==> config.mk <==
export PLATFORM = sky130hd
export DESIGN_NAME = mod_beeper
export DESIGN_NICKNAME = d
export VERILOG_FILES = /design/src/rtl/beeper_pkg.sv /design/src/rtl/mod_tone_gen.sv /design/src/rtl/mod_beeper.sv
export SDC_FILE = /design/constraint.sdc
export NUM_CORES = 1
export LEC_CHECK = 0
export ABC_CLOCK_PERIOD_IN_PS = 4900
export CORE_MARGIN = 8
export CORE_UTILIZATION = 59
export CTS_CLUSTER_SIZE = 8
export DETAILED_ROUTE_END_ITERATION = 8
export GPL_TIMING_DRIVEN = 0
export MAX_ROUTING_LAYER = met4
export PLACE_DENSITY = 0.83
export SETUP_SLACK_MARGIN = 0.4
export SLEW_MARGIN = 20
export SYNTH_ARGS = -nofsm -noshare
export SYNTH_HDL_FRONTEND = slang
export SYNTH_HIERARCHICAL = 1
export SYNTH_SLANG_ARGS = --single-unit
==> constraint.sdc <==
create_clock -name clk -period 4.9 [get_ports clk]
set_input_delay 0.49 -clock clk [delete_from_list [all_inputs] [get_ports clk]]
set_output_delay 0.49 -clock clk [all_outputs]
set_load 0.02 [all_outputs]
==> src/rtl/beeper_pkg.sv <==
// Shared definitions for the beep-pattern generator: state encoding and width helpers.
package beeper_pkg;

    localparam logic [1:0] ST_IDLE = 2'd0;
    localparam logic [1:0] ST_TONE = 2'd1;
    localparam logic [1:0] ST_GAP  = 2'd2;
    localparam logic [1:0] ST_FIN  = 2'd3;

    // Clock cycles per millisecond.
    function automatic int unsigned clk_ms(input int unsigned clk_freq);
        return clk_freq / 1000;
    endfunction

    // ceil(log2(v)); 0 for v <= 1.
    function automatic int unsigned clog2(input int unsigned v);
        int unsigned r;
        int unsigned x;
        r = 0;
        x = (v > 0) ? v - 1 : 0;
        for (int i = 0; i < 32; i++) begin
            if ((x >> i) != 0) r = i + 1;
        end
        return r;
    endfunction

endpackage

==> src/rtl/mod_tone_gen.sv <==
// Square-wave divider. Output idles high (silent) whenever not enabled, so it can
// drive the active-low buzzer directly; a load starts a fresh tone at 0.
module mod_tone_gen #(
    parameter int unsigned DIV_W = 16
) (
    input  logic             clk,
    input  logic             rst,
    input  logic             load,
    input  logic             en,
    input  logic [DIV_W-1:0] half_period,
    output logic             tone
);

    logic [DIV_W-1:0] cnt;
    logic [DIV_W-1:0] reload_val;

    // Half period of 0 behaves like 1.
    assign reload_val = (half_period == '0) ? '0 : half_period - DIV_W'(1);

    // Divider count-down and tone toggle.
    always_ff @(posedge clk or posedge rst) begin
        if (rst) begin
            cnt  <= '0;
            tone <= 1'b1;
        end else if (load) begin
            cnt  <= reload_val;
            tone <= 1'b0;
        end else if (en) begin
            if (cnt == '0) begin
                cnt  <= reload_val;
                tone <= ~tone;
            end else begin
                cnt <= cnt - DIV_W'(1);
            end
        end else begin
            tone <= 1'b1;
        end
    end

endmodule

==> src/rtl/mod_beeper.sv <==
// Beep-pattern generator: plays `repeats` tones of `on_ms` separated by `off_ms` gaps.
module mod_beeper
    import beeper_pkg::*;
#(
    parameter int unsigned CLK_FREQ = 50_000_000,
    parameter int unsigned DIV_W    = 16,
    parameter int unsigned MS_W     = 12,
    parameter int unsigned CNT_W    = 4
) (
    input  logic             clk,
    input  logic             rst,
    input  logic             start,
    input  logic             abort,
    input  logic [DIV_W-1:0] half_period,
    input  logic [MS_W-1:0]  on_ms,
    input  logic [MS_W-1:0]  off_ms,
    input  logic [CNT_W-1:0] repeats,
    output logic             buzz,
    output logic             busy,
    output logic             done
);

    localparam int unsigned CLK_MS = clk_ms(CLK_FREQ);
    localparam int unsigned PS_W   = (clog2(CLK_MS) > 0) ? clog2(CLK_MS) : 1;
    localparam logic [PS_W-1:0] PS_TOP = PS_W'(CLK_MS - 1);

    logic [1:0]       state, state_d;
    logic [DIV_W-1:0] hp_q;
    logic [MS_W-1:0]  on_q, off_q;
    logic [CNT_W-1:0] rep_q;
    logic [PS_W-1:0]  ps;
    logic [MS_W-1:0]  ms_cnt;

    logic             accept;
    logic             phase_end;
    logic             load_tone;
    logic             enter_gap;
    logic             tone_en;
    logic [DIV_W-1:0] hp_src;
    logic [MS_W-1:0]  on_src;

    // Operands come straight from the inputs on the start edge, from shadows afterwards.
    assign hp_src    = (state == ST_IDLE) ? half_period : hp_q;
    assign on_src    = (state == ST_IDLE) ? on_ms : on_q;
    assign accept    = (state == ST_IDLE) && start && !abort;
    assign phase_end = (ps == '0) && (ms_cnt == '0);

    // Next-state and phase-control decode.
    always_comb begin
        state_d   = state;
        load_tone = 1'b0;
        enter_gap = 1'b0;
        tone_en   = 1'b0;
        case (state)
            ST_IDLE: begin
                if (accept) begin
                    if (repeats == '0) begin
                        state_d = ST_FIN;
                    end else begin
                        state_d   = ST_TONE;
                        load_tone = 1'b1;
                    end
                end
            end
            ST_TONE: begin
                tone_en = !phase_end;
                if (phase_end) begin
                    if (rep_q == CNT_W'(1)) begin
                        state_d = ST_FIN;
                    end else if (off_q == '0) begin
                        state_d   = ST_TONE;
                        load_tone = 1'b1;
                    end else begin
                        state_d   = ST_GAP;
                        enter_gap = 1'b1;
                    end
                end
            end
            ST_GAP: begin
                if (phase_end) begin
                    state_d   = ST_TONE;
                    load_tone = 1'b1;
                end
            end
            default: state_d = ST_IDLE;
        endcase
        if (abort) begin
            state_d   = ST_IDLE;
            load_tone = 1'b0;
            enter_gap = 1'b0;
            tone_en   = 1'b0;
        end
    end

    // State register and registered status outputs.
    always_ff @(posedge clk or posedge rst) begin
        if (rst) begin
            state <= ST_IDLE;
            busy  <= 1'b0;
            done  <= 1'b0;
        end else begin
            state <= state_d;
            busy  <= (state_d == ST_TONE) || (state_d == ST_GAP);
            done  <= (state_d == ST_FIN);
        end
    end

    // Operand shadows, remaining-beep count, ms prescaler and ms counter.
    always_ff @(posedge clk or posedge rst) begin
        if (rst) begin
            hp_q   <= '0;
            on_q   <= '0;
            off_q  <= '0;
            rep_q  <= '0;
            ps     <= '0;
            ms_cnt <= '0;
        end else begin
            if (accept) begin
                hp_q  <= half_period;
                on_q  <= on_ms;
                off_q <= off_ms;
                rep_q <= repeats;
            end
            if ((state == ST_TONE) && phase_end && !abort) begin
                rep_q <= rep_q - CNT_W'(1);
            end
            if (load_tone) begin
                ps     <= PS_TOP;
                ms_cnt <= (on_src == '0) ? '0 : on_src - MS_W'(1);
            end else if (enter_gap) begin
                ps     <= PS_TOP;
                ms_cnt <= off_q - MS_W'(1);
            end else if (((state == ST_TONE) || (state == ST_GAP)) && !phase_end && !abort) begin
                if (ps == '0) begin
                    ps     <= PS_TOP;
                    ms_cnt <= ms_cnt - MS_W'(1);
                end else begin
                    ps <= ps - PS_W'(1);
                end
            end
        end
    end

    mod_tone_gen #(
        .DIV_W(DIV_W)
    ) u_tone (
        .clk        (clk),
        .rst        (rst),
        .load       (load_tone),
        .en         (tone_en),
        .half_period(hp_src),
        .tone       (buzz)
    );

endmodule

### Placement view

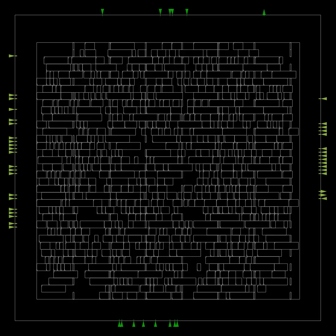
fraction of area in registers: 33.72%
FP Rows: 36
n_taps: 133
Core Box Area: 0.009819 mm2

### Routed clock nets over the placement

Scale bar: 20 um.
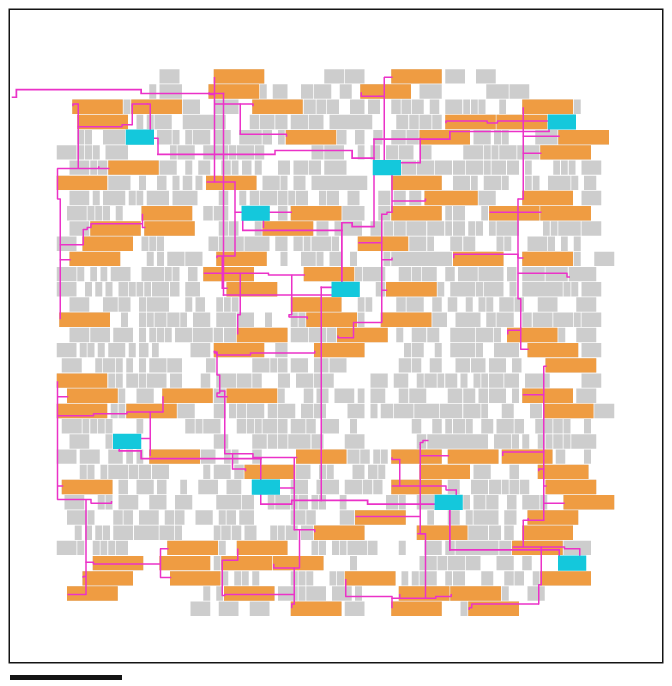
legend:
  magenta:
    item: clock wires
    length: 1220 um
  orange:
    item: flip-flops
    count: 93
  cyan:
    item: cells driving clock nets
    count: 9
routed clock nets: 10
flops lie: widely spread

### Metal layers overlaid

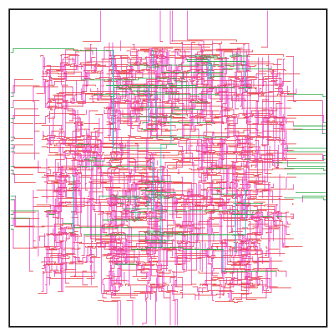
legend:
  red:
    layer: met1
    wire_length: 7110 um
  green:
    layer: met3
    wire_length: 1150 um
  magenta:
    layer: met2
    wire_length: 6920 um
  cyan:
    layer: met4
    wire_length: 234 um

### Pin map

Pins as bars across the die edge, other pins in grey.
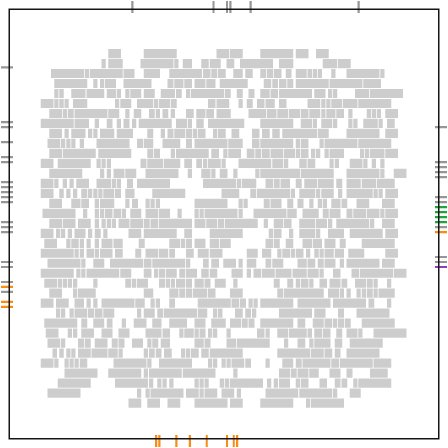
legend:
  green:
    port: `repeats`
    pins: 4
    direction: input
    edge: right
  orange:
    port: `off_ms`
    pins: 12
    direction: input
    edge: 8 bottom, 3 left, 1 right
  purple:
    port: `abort`
    pins: 1
    direction: input
    edge: right

## cell type report
cell class              instances  area [um2]
flip-flops and latches         93        2328
fillers                       797        2914
inverters                      19       73.82
clock inverters                 4       70.07
clock buffers                  12       155.1
well taps                     133       166.4
multi-input cells             555        3456
plain buffers                  29       135.1
repair buffers                 51       520.5
## routing by layer
metal  GRT usage (%)  part of all wire [%]
met2           37.48                    45
met4           6.655                   1.5
met3           7.704                   7.5
met5               -                     0
met1           32.26                    46
## sequential cells by signal, indices dropped and copies added (netlist names)
| signal | cells |
|---|---|
| ps | 16 |
| u_tone/tone | 1 |
| hp_q | 16 |
| state | 2 |
| u_tone/cnt | 16 |
| done | 1 |
| busy | 1 |
| on_q | 12 |
| off_q | 12 |
| rep_q | 4 |
| ms_cnt | 12 |
## where the power goes
part	switching [uW]	total [uW]	internal, uW
Sequential	201	1160	958
Clock	274	588	314
Combinational	539	953	414
Total	1010	2700	1690
## worst max-delay path: stages (launching register included)
cell and delay (ns):
dfrtp_1 0.45, inv_1 0.10, ha_1 0.18, clkbuf_2 0.26, clkbuf_2 0.30, clkbuf_2 0.32, buf_2 0.35, mux2i_1 0.23
ha_1 0.20, o21ai_0 0.23, or2_2 0.38, nand2b_1 0.22, nand2_1 0.32, a211oi_1 0.12, a211o_1 0.29
## worst max-delay path by stage
stage	from	to	slack (ns)	depth (start not counted)
after floorplan	state[1]$_DFF_PP0_	u_tone/cnt[10]$_DFFE_PP0P_	1.14	12
after CTS	state[1]$_DFF_PP0_	ms_cnt[5]$_DFFE_PP0P_	0.50	14
after global routing	state[0]$_DFF_PP0_	u_tone/cnt[8]$_DFFE_PP0P_	0.57	15
final	state[1]$_DFF_PP0_	ms_cnt[5]$_DFFE_PP0P_	0.84	14
after detailed placement	state[1]$_DFF_PP0_	u_tone/cnt[15]$_DFFE_PP0P_	-0.12	13
after global placement	state[1]$_DFF_PP0_	u_tone/cnt[9]$_DFFE_PP0P_	-0.04	13
## logic make-up after synthesis
group	after synthesis
compound gates	121
buf+inv	48
xor+xnor	37
simple gates	348
flops	93
mux	36
fa+ha+maj	13
## per-stage QoR
| stage | TNS [ns] | hold slack (ns) | instance area (um2) | power, uW |
|---|---|---|---|---|
| 2_1_floorplan | 0 | 0.4153 | 5969 | 1821 |
| 5_1_grt | 0 | 0.5001 | 6905 | 2880 |
| 3_5_place_dp | -0.9205 | 0.4631 | 6659 | 2095 |
| 3_3_place_gp | -0.1986 | 0.4543 | 6636 | 2049 |
| 4_1_cts | 0 | 0.4869 | 6894 | 2696 |
| 6_report | 0 | 0.4798 | 6905 | 2700 |
==> changes_impl.md <==
## Flow update

- Syn Nets: 757
- PwrDens: roughly 390 mW/mm2
- Area reported by Yosys stat: 0.005969 mm2
- Arr. time, crit path: 4.35 ns
- # diodes: 0
- F_max: 246.2 MHz
- Routed len/inst: 17.20 um
- Post-synth top area share: between 30% and 40%
- Initial drt markers: 555
- Die Size: 0.01359 mm2
- Inst Count DP: 880
- CTS Hold Buffers Added: 0
- Worst R2R Path Depth: 14
- Reg-to-reg startpoint: state[1]$_DFF_PP0_
- Synth top area cells: dfrtp_1 (39%), nand2_1 (9.9%), mux2_2 (3.4%)
- Clock sink count: 93
- Final tally of setup violations: 0
- XOR/XNOR Fraction of Synth Area: under 10%
- Top cells excl fill/tap: nand2_1 (157), dfrtp_1 (92), clkdlybuf4s50_1 (50), nor2_1 (46), a21oi_1 (29)
- Avg Cell Area, Syn: 8.577 um2
- PortBufs: about 50
- Synth unique cells: 71
- EDFF count, synth: 0
- Top-count cell post-synth: nand2_1
- Relative slew slack: 36.43%
- Pin count of the biggest net entering global routing: 41
- Worst-skew pair later-pin latency: 0.39 ns
- Worst-path clk slew: 0.09 ns
- Status: completed
- Complex Gates by Area: 13.92%
- Tmin final: slightly above 4 ns
- Mux share: 6.414%
- Final HPWL DP: 11420 um
- H-tree depth: 3
- Max-Cap Viols: 0
- NumNets Final: 819
- Worst Setup Start Kind: flip-flop
- Synth area leader: dfrtp_1
- Worst Hold Launch: hp_q[4]$_DFFE_PP0P_
- Simple-Gate Area Share: 29.16%
- Pleak: 0.002964 uW
- CTS Buf Count: 9
- Tool warnings: 31
- # Cells Yosys: around 700
- DR vias: 5471
- Area delta synth->final: 15.68%
- Chip width: 116.6 um
- Adders+Majority by Area: 2.725%
- Gr usage total: 25.02%
- Worst Hold End: hp_q[4]$_DFFE_PP0P_
- Worst vdd ir: 0.0002244 V
- Clock root buffer: clkbuf_8
- Detailed-route DRC error count: 0
- Number of synthesis warnings: 6
- CP Max Fanout: 10
- Synth top cells by count: nand2_1 (157), dfrtp_1 (92), nor2_1 (46)
- Register-to-register setup slack: 0.84 ns
- Mapped Cells: 696
- Worst setup path category: reg -> reg
- DRT antenna net count: 0
- Fp util: 60.79%
- Drt via density: 6.106
- Seq/Total Area, Yosys: 39.01%
- Slew Limit Fails: 0
- Unrepaired setup endpoints after global routing: false
- # IOs: 51
- Commonest Layout Cell: nand2_1
- Hold Crit Class: reg -> reg
- Synth Flop Type: dfrtp_1
- Async S/R FF share, synth: 100.0%
- Longest Clk Path Bufs: 2
- Routed WL: 15410 um
- CTS tree: built
- Initial antenna violation count: 0
- Fin cells: 896
- First-pass GRT wire length: 25940 um
- Worst EP required: a little over 5 ns
- CP Capture Type: flip-flop
- Tcrit/Tclk final: 82.88%
- Fraction of layout cells with a size suffix above 1: around 8.7%
- Post-CTS resize count: 4
- Mapped Area: 0.005969 mm2
- Clock Skew: roughly 0.011 ns
- Pre-CTS setup slack: -0.1224 ns
- Final core occ: 70.32%
- Ys flops: around 93
- Die extent in y: between 100 and 150 um
- Top comb family, area: simple AND/OR/NAND/NOR gates
- Setup bufs post-CTS: 0
- Grt ovf: 0
- Vias in the first global route: 5347
- Final Worst Setup Slack: 0.8387 ns
- Routability cong.: 0.9487
- Hold Violations, Final: 0
- Pin slew with the least headroom to its limit: 0.9387 ns
- Worst Hold Path Cells: 2
- First-pass iteration count of the detailed router: 5
- R2R Path End: ms_cnt[5]$_DFFE_PP0P_
Power is estimated from default activity; no workload was simulated.
